[config.mk]
export PLATFORM = sky130hd
export DESIGN_NAME = vp_fmul_pipe_flat
export DESIGN_NICKNAME = d
export VERILOG_FILES = /design/src/rtl/vp_fmul_pipe_if.sv /design/src/rtl/vp_fmul_pipe.sv /design/src/flat_wrapper.sv
export SDC_FILE = /design/constraint.sdc
export NUM_CORES = 1
export LEC_CHECK = 0
export CORE_MARGIN = 3
export CORE_UTILIZATION = 53
export CTS_CLUSTER_SIZE = 24
export DETAILED_ROUTE_END_ITERATION = 10
export PLACE_DENSITY = 0.82
export SYNTH_ARGS = -nofsm -noshare
export SYNTH_HDL_FRONTEND = slang
export SYNTH_SLANG_ARGS = --single-unit
[constraint.sdc]
create_clock -name clk -period 5.3 [get_ports clk]
set_clock_uncertainty 0.2 [all_clocks]
set_input_delay 0.795 -clock clk [delete_from_list [all_inputs] [get_ports clk]]
set_output_delay 0.795 -clock clk [all_outputs]
set_load 0.01 [all_outputs]
[src/rtl/vp_fmul_pipe_if.sv]
// Operand/result handshake bundle for vp_fmul_pipe.
// master drives operands and accepts results; slave is the multiplier.
interface vp_fmul_pipe_if #(
  parameter int unsigned TAG_W = 4
);
  logic             in_valid;
  logic             in_ready;
  logic [31:0]      in_a;
  logic [31:0]      in_b;
  logic [TAG_W-1:0] in_tag;
  logic             out_valid;
  logic             out_ready;
  logic [31:0]      out_data;
  logic [TAG_W-1:0] out_tag;
  logic [10:0]      out_mask;

  modport master (
    output in_valid, in_a, in_b, in_tag, out_ready,
    input  in_ready, out_valid, out_data, out_tag, out_mask
  );

  modport slave (
    input  in_valid, in_a, in_b, in_tag, out_ready,
    output in_ready, out_valid, out_data, out_tag, out_mask
  );
endinterface

[src/rtl/vp_fmul_pipe.sv]
// 3-stage FP32 multiplier whose operand precision is set by the product's exponent magnitude.
// Stages: unpack/mask, 12x12 multiply, normalise/pack. Whole pipe stalls together.
module vp_fmul_pipe #(
  parameter int unsigned TAG_W = 4
) (
  input  logic            clk,
  input  logic            rst,
  vp_fmul_pipe_if.slave   bus
);

  typedef enum logic [1:0] {SpNone, SpNan, SpInf, SpZero} special_e;

  logic adv;

  // S1 signals
  logic [7:0]        ea, eb;
  logic signed [9:0] p, p_abs;
  logic [3:0]        r, bw;
  logic              a_nan, b_nan, a_inf, b_inf, a_zero, b_zero;
  logic [10:0]       s1_mask_d;
  logic [11:0]       s1_sa_d, s1_sb_d;
  logic signed [9:0] s1_e_d;
  logic              s1_sign_d;
  special_e          s1_sp_d;

  logic              s1_valid_q;
  logic [TAG_W-1:0]  s1_tag_q;
  logic [10:0]       s1_mask_q;
  logic [11:0]       s1_sa_q, s1_sb_q;
  logic signed [9:0] s1_e_q;
  logic              s1_sign_q;
  special_e          s1_sp_q;

  // S2 signals
  logic [23:0]       s2_prod_d;
  logic              s2_valid_q;
  logic [TAG_W-1:0]  s2_tag_q;
  logic [10:0]       s2_mask_q;
  logic [23:0]       s2_prod_q;
  logic signed [9:0] s2_e_q;
  logic              s2_sign_q;
  special_e          s2_sp_q;

  // S3 signals
  logic signed [9:0] e_n;
  logic [10:0]       frac_n;
  logic [31:0]       out_data_d;
  logic              out_valid_q;
  logic [31:0]       out_data_q;
  logic [TAG_W-1:0]  out_tag_q;
  logic [10:0]       out_mask_q;

  assign adv           = bus.out_ready | ~out_valid_q;
  assign bus.in_ready  = adv;
  assign bus.out_valid = out_valid_q;
  assign bus.out_data  = out_data_q;
  assign bus.out_tag   = out_tag_q;
  assign bus.out_mask  = out_mask_q;

  always_comb begin
    ea    = bus.in_a[30:23];
    eb    = bus.in_b[30:23];
    p     = $signed({2'b00, ea}) + $signed({2'b00, eb}) - 10'sd254;
    p_abs = p[9] ? -p : p;
    r     = p_abs[7:4];
    // Small and very large unbiased exponents keep full precision; mid range drops to 4 bits
    bw    = (r <= 4'd7) ? (4'd11 - r) : (r - 4'd4);
    s1_mask_d = ~(11'h7ff >> bw);
    s1_sa_d   = {1'b1, bus.in_a[22:12] & s1_mask_d};
    s1_sb_d   = {1'b1, bus.in_b[22:12] & s1_mask_d};
    s1_e_d    = $signed({2'b00, ea}) + $signed({2'b00, eb}) - 10'sd127;
    s1_sign_d = bus.in_a[31] ^ bus.in_b[31];

    a_zero = ~|ea;
    b_zero = ~|eb;
    a_nan  = (&ea) & (|bus.in_a[22:0]);
    b_nan  = (&eb) & (|bus.in_b[22:0]);
    a_inf  = (&ea) & ~(|bus.in_a[22:0]);
    b_inf  = (&eb) & ~(|bus.in_b[22:0]);

    s1_sp_d = SpNone;
    if (a_nan || b_nan || (a_inf && b_zero) || (b_inf && a_zero)) begin
      s1_sp_d = SpNan;
    end else if (a_inf || b_inf) begin
      s1_sp_d = SpInf;
    end else if (a_zero || b_zero) begin
      s1_sp_d = SpZero;
    end
  end

  always_ff @(posedge clk) begin
    if (rst) begin
      s1_valid_q <= 1'b0;
      s1_tag_q   <= '0;
      s1_mask_q  <= '0;
      s1_sa_q    <= '0;
      s1_sb_q    <= '0;
      s1_e_q     <= '0;
      s1_sign_q  <= 1'b0;
      s1_sp_q    <= SpNone;
    end else if (adv) begin
      s1_valid_q <= bus.in_valid;
      s1_tag_q   <= bus.in_tag;
      s1_mask_q  <= s1_mask_d;
      s1_sa_q    <= s1_sa_d;
      s1_sb_q    <= s1_sb_d;
      s1_e_q     <= s1_e_d;
      s1_sign_q  <= s1_sign_d;
      s1_sp_q    <= s1_sp_d;
    end
  end

  assign s2_prod_d = s1_sa_q * s1_sb_q;

  always_ff @(posedge clk) begin
    if (rst) begin
      s2_valid_q <= 1'b0;
      s2_tag_q   <= '0;
      s2_mask_q  <= '0;
      s2_prod_q  <= '0;
      s2_e_q     <= '0;
      s2_sign_q  <= 1'b0;
      s2_sp_q    <= SpNone;
    end else if (adv) begin
      s2_valid_q <= s1_valid_q;
      s2_tag_q   <= s1_tag_q;
      s2_mask_q  <= s1_mask_q;
      s2_prod_q  <= s2_prod_d;
      s2_e_q     <= s1_e_q;
      s2_sign_q  <= s1_sign_q;
      s2_sp_q    <= s1_sp_q;
    end
  end

  always_comb begin
    e_n    = s2_prod_q[23] ? (s2_e_q + 10'sd1) : s2_e_q;
    frac_n = s2_prod_q[23] ? s2_prod_q[22:12] : s2_prod_q[21:11];
    out_data_d = {s2_sign_q, e_n[7:0], frac_n, 12'b0};
    unique case (s2_sp_q)
      SpNan:  out_data_d = 32'h7fc0_0000;
      SpInf:  out_data_d = {s2_sign_q, 8'hff, 23'b0};
      SpZero: out_data_d = {s2_sign_q, 31'b0};
      default: begin
        if (e_n >= 10'sd255) begin
          out_data_d = {s2_sign_q, 8'hff, 23'b0};
        end else if (e_n <= 10'sd0) begin
          out_data_d = {s2_sign_q, 31'b0};
        end
      end
    endcase
  end

  always_ff @(posedge clk) begin
    if (rst) begin
      out_valid_q <= 1'b0;
      out_data_q  <= '0;
      out_tag_q   <= '0;
      out_mask_q  <= '0;
    end else if (adv) begin
      out_valid_q <= s2_valid_q;
      out_data_q  <= out_data_d;
      out_tag_q   <= s2_tag_q;
      out_mask_q  <= s2_mask_q;
    end
  end

endmodule

[src/flat_wrapper.sv]
// flat-port wrapper written by rule: the top's interface ports become plain ports
module vp_fmul_pipe_flat 
#(
  parameter int unsigned TAG_W = 4
)
  (clk, rst, bus_in_valid, bus_in_a, bus_in_b, bus_in_tag, bus_out_ready, bus_in_ready, bus_out_valid, bus_out_data, bus_out_tag, bus_out_mask);
  vp_fmul_pipe_if #(.TAG_W(TAG_W)) bus_i ();
  input  logic clk;
  input  logic rst;
  input wire logic [$bits(bus_i.in_valid)-1:0] bus_in_valid;
  input wire logic [$bits(bus_i.in_a)-1:0] bus_in_a;
  input wire logic [$bits(bus_i.in_b)-1:0] bus_in_b;
  input wire logic [$bits(bus_i.in_tag)-1:0] bus_in_tag;
  input wire logic [$bits(bus_i.out_ready)-1:0] bus_out_ready;
  output wire logic [$bits(bus_i.in_ready)-1:0] bus_in_ready;
  output wire logic [$bits(bus_i.out_valid)-1:0] bus_out_valid;
  output wire logic [$bits(bus_i.out_data)-1:0] bus_out_data;
  output wire logic [$bits(bus_i.out_tag)-1:0] bus_out_tag;
  output wire logic [$bits(bus_i.out_mask)-1:0] bus_out_mask;
  assign bus_i.in_valid = bus_in_valid;
  assign bus_i.in_a = bus_in_a;
  assign bus_i.in_b = bus_in_b;
  assign bus_i.in_tag = bus_in_tag;
  assign bus_i.out_ready = bus_out_ready;
  assign bus_in_ready = bus_i.in_ready;
  assign bus_out_valid = bus_i.out_valid;
  assign bus_out_data = bus_i.out_data;
  assign bus_out_tag = bus_i.out_tag;
  assign bus_out_mask = bus_i.out_mask;
  vp_fmul_pipe #(.TAG_W(TAG_W)) u_core (.clk(clk), .rst(rst), .bus(bus_i));
endmodule
==> images/closeup.png <==
Window x 12 to 62, y 87 to 137 µm. Cells in grey, sequential cells in the stronger grey; small squares are vias.
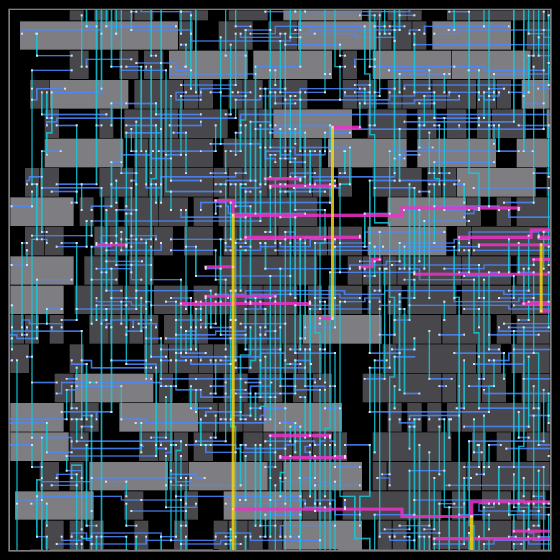
layer	colour
M1	blue
M2	cyan
M4	yellow
M3	magenta
cells with their middle in the window	234
most frequent	nand2_1 (53), dfxtp_1 (31), nor2_1 (24)
netlist names of flops here include	`u_core.s2_e_q` (9), `u_core.bus.out_data` (7), `u_core.s1_e_q` (3)
sequential cells in the window	31

==> results.sh <==
# flow metrics
export IMPL_ys_sh_simple_pct=21.8
export IMPL_use_met1_pct=31.5
export IMPL_worstPathArrival_ps=5510
export IMPL_hold_viol_final=0
export IMPL_crit_path_end_kind="flip-flop"
export IMPL_grt_util_met2_pct=45.5
export IMPL_yosysSeqAreaShare_pct=23.8
export IMPL_top_area_share_pct=23.8
export IMPL_ys_sh_aoi_pct=14.0
export IMPL_clock_latency_ps=430
export IMPL_path_cells="buf_4, nand2_1, fa_1, fa_1, inv_1, ha_1, fa_1, inv_1, fa_1, inv_1, ha_1, buf_4, o21ai_0, nand2b_1, a21oi_2, nor2_4, a41oi_2, o21ai_2, a211o_1, a21oi_2, xnor2_1, a22o_1"
export IMPL_p_int_mw=2.49
export IMPL_top_area_cell="dfxtp_1"
export IMPL_rr_worst_depth=22
export IMPL_status="complete, but fails checks"
export IMPL_yosys_area_um2=10900
export IMPL_drc=2
export IMPL_hpwl_um=21300
export IMPL_violations="DRC, setup timing"
export IMPL_area_dominant_class="logic gates"
export IMPL_dr_pass1_iters=8
export IMPL_min_period_ps=5390
export IMPL_buf_share_pct=12.3
export IMPL_drive_above_1_share_pct=12.3
export IMPL_max_stage_delay_ps=550
export IMPL_setup_viol=2
export IMPL_cp_slowest_cell="fa_1"
export IMPL_cp_startpoint="u_core.s1_sa_q[2]"
export IMPL_slew_violations=0
export IMPL_yosys_warnings=0
export IMPL_grt_use_total_pct=25.6
export IMPL_fin_ws_ps=-92.5
export IMPL_flop_cell="dfxtp_1"
export IMPL_cap_violations=0
export IMPL_tightest_slew_ps=766
export IMPL_wl_per_cell_um=16.3
export IMPL_fp_utilization_pct=55.1
==> images/ff_map.png <==
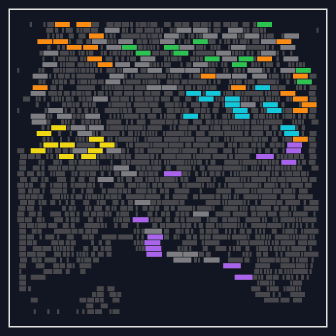
name in the netlist	colour	flops
`u_core.s2_prod_q`	cyan	13
`u_core.s1_sb_q`	purple	12
`u_core.bus.out_data`	orange	20
`u_core.s1_e_q`	yellow	10
`u_core.bus.out_mask`	green	11
not coloured	64
sequential power: 1.22 mW
sequential fraction of total cell area: 19.9%

No activity file was given, so power comes from the tool's default toggle rates.
